==> config.mk <==
export PLATFORM = sky130hd
export DESIGN_NAME = cross_bar_arb_matrix_flat
export DESIGN_NICKNAME = d
export VERILOG_FILES = /design/src/rtl/cross_bar_pkg.sv /design/src/rtl/cross_bar_arb_matrix_if.sv /design/src/rtl/cross_bar_rr_arbiter.sv /design/src/rtl/cross_bar_arb_matrix.sv /design/src/flat_wrapper.sv
export SDC_FILE = /design/constraint.sdc
export NUM_CORES = 1
export LEC_CHECK = 0
export CAP_MARGIN = 25
export CORE_ASPECT_RATIO = 1.1
export CORE_UTILIZATION = 49
export CTS_BUF_LIST = sky130_fd_sc_hd__clkbuf_8
export CTS_CLUSTER_DIAMETER = 150
export DETAILED_ROUTE_END_ITERATION = 6
export PLACE_DENSITY = 0.81
export SETUP_SLACK_MARGIN = 0.3
export SLEW_MARGIN = 0
export SYNTH_ARGS = -nofsm -noshare
export SYNTH_HDL_FRONTEND = slang
export SYNTH_SLANG_ARGS = --single-unit
==> constraint.sdc <==
create_clock -name clk -period 2.24 [get_ports clk]
set_input_delay 0.448 -clock clk [delete_from_list [all_inputs] [get_ports clk]]
set_output_delay 0.448 -clock clk [all_outputs]
set_load 0.01 [all_outputs]
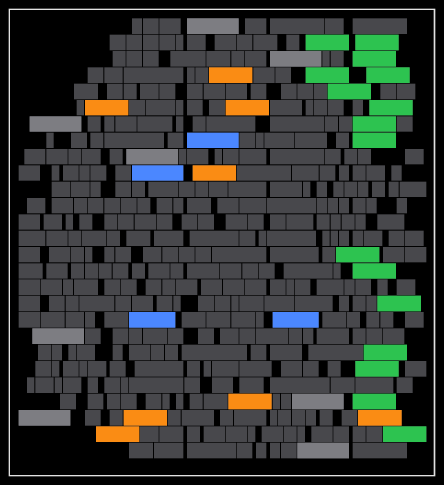
**Above:** sequential cells grouped by signal name.
(6 px per um)
legend:
  orange:
    name_in_the_netlist: u_core.g_slave.u_arb.r_ptr
    flops: 8
  blue:
    name_in_the_netlist: u_core.g_slave.u_arb.o_vld
    flops: 4
    where: centre
  green:
    name_in_the_netlist: u_core.g_slave.u_arb.o_abort
    flops: 16
not coloured: 8
Seq. pwr: 0.795 mW
sequential cell area share: 0.188
sequential cell area: 761 sq um

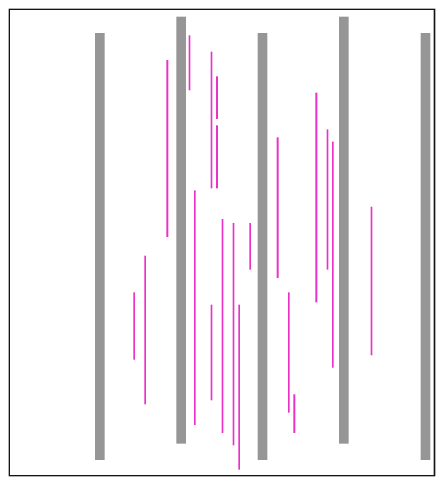
**Above:** signal wires on met4.
(6 px per um) Supply wires on this layer in grey.
share of all routed wire: 4.5%
wire length on this layer: 443 um
longest straight run: 38.8 um
nets with wire on the layer: 19
total number of vias: 3,032
DRT Wirelength: 9.85 mm

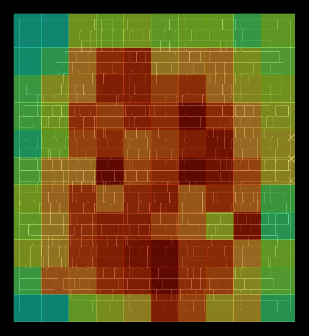
**Above:** routing congestion.
met3 Usage GRT: 0.0584
fin util: 0.811
met2 Use GR: 0.506
GRT Max-Usage Layer: met2
WL/cell: 21.5 um

==> impl_metrics.csv <==
group,metric,value,unit
synth,postSynthAreaPerCell,9.03,sq um
synth,synthSimpleGateAreaFrac,0.299,
synth,synth-edff-count,0,
synth,numSynthFlops,36,
grt,grt_first_pass_wirelength,12.8,mm
grt,grt_max_degree,25,
layout,stdcell_area,4050,sq um
sta,setup_ws,0.00182,ns
sta,post-route-period-util,0.999,
sta,rsz0062_at_grt,"yes",
cts,insertion_delay,0.31,ns
power,power_frac_comb,0.429,
sta,max_freq,447,MHz
route,route.detailed.drc,6,
synth,fp_nets,319,
critical_path,critPathKind,"reg2reg",
sta,finalHoldWorstSlack,0.555,ns
power,switching_power,0.838,mW
critical_path,path_delay_family,"AND-OR/OR-AND gates",
sta,setup_tns,0,ns
critical_path,crit_chain,"inv_4, ha_4, a22oi_2, buf_4, buf_6, nand4_1, buf_4, and2_4, a311o_1, o32ai_2",
grt,antenna_found_initial,0,
sta,report.final.slew_viol_count,0,
die,die_width,70.6,um
synth,synthDistinctLibCells,53,
synth,top_cell_area_share,0.284,
layout,comb_share,0.494,
cts,post_cts.repair.setup_buffers,27,
status,status,"complete, but fails checks",
power,power_density,596,nW/um^2
status,failed_checks,"DRC",
critical_path,critPathBufInv,4,
synth,synth-async-reset-ratio,0,
synth,syn-cell-area,2540,sq um
cts,cts_sinks,36,
sta,clock-skew-final,0.00858,ns
critical_path,cp.depth,10,
die,nWellTaps,58,
power,clk-power,0.583,mW
synth,xor_share,0,
synth,ys_area,2540,sq um
Power is estimated from default activity; no workload was simulated.
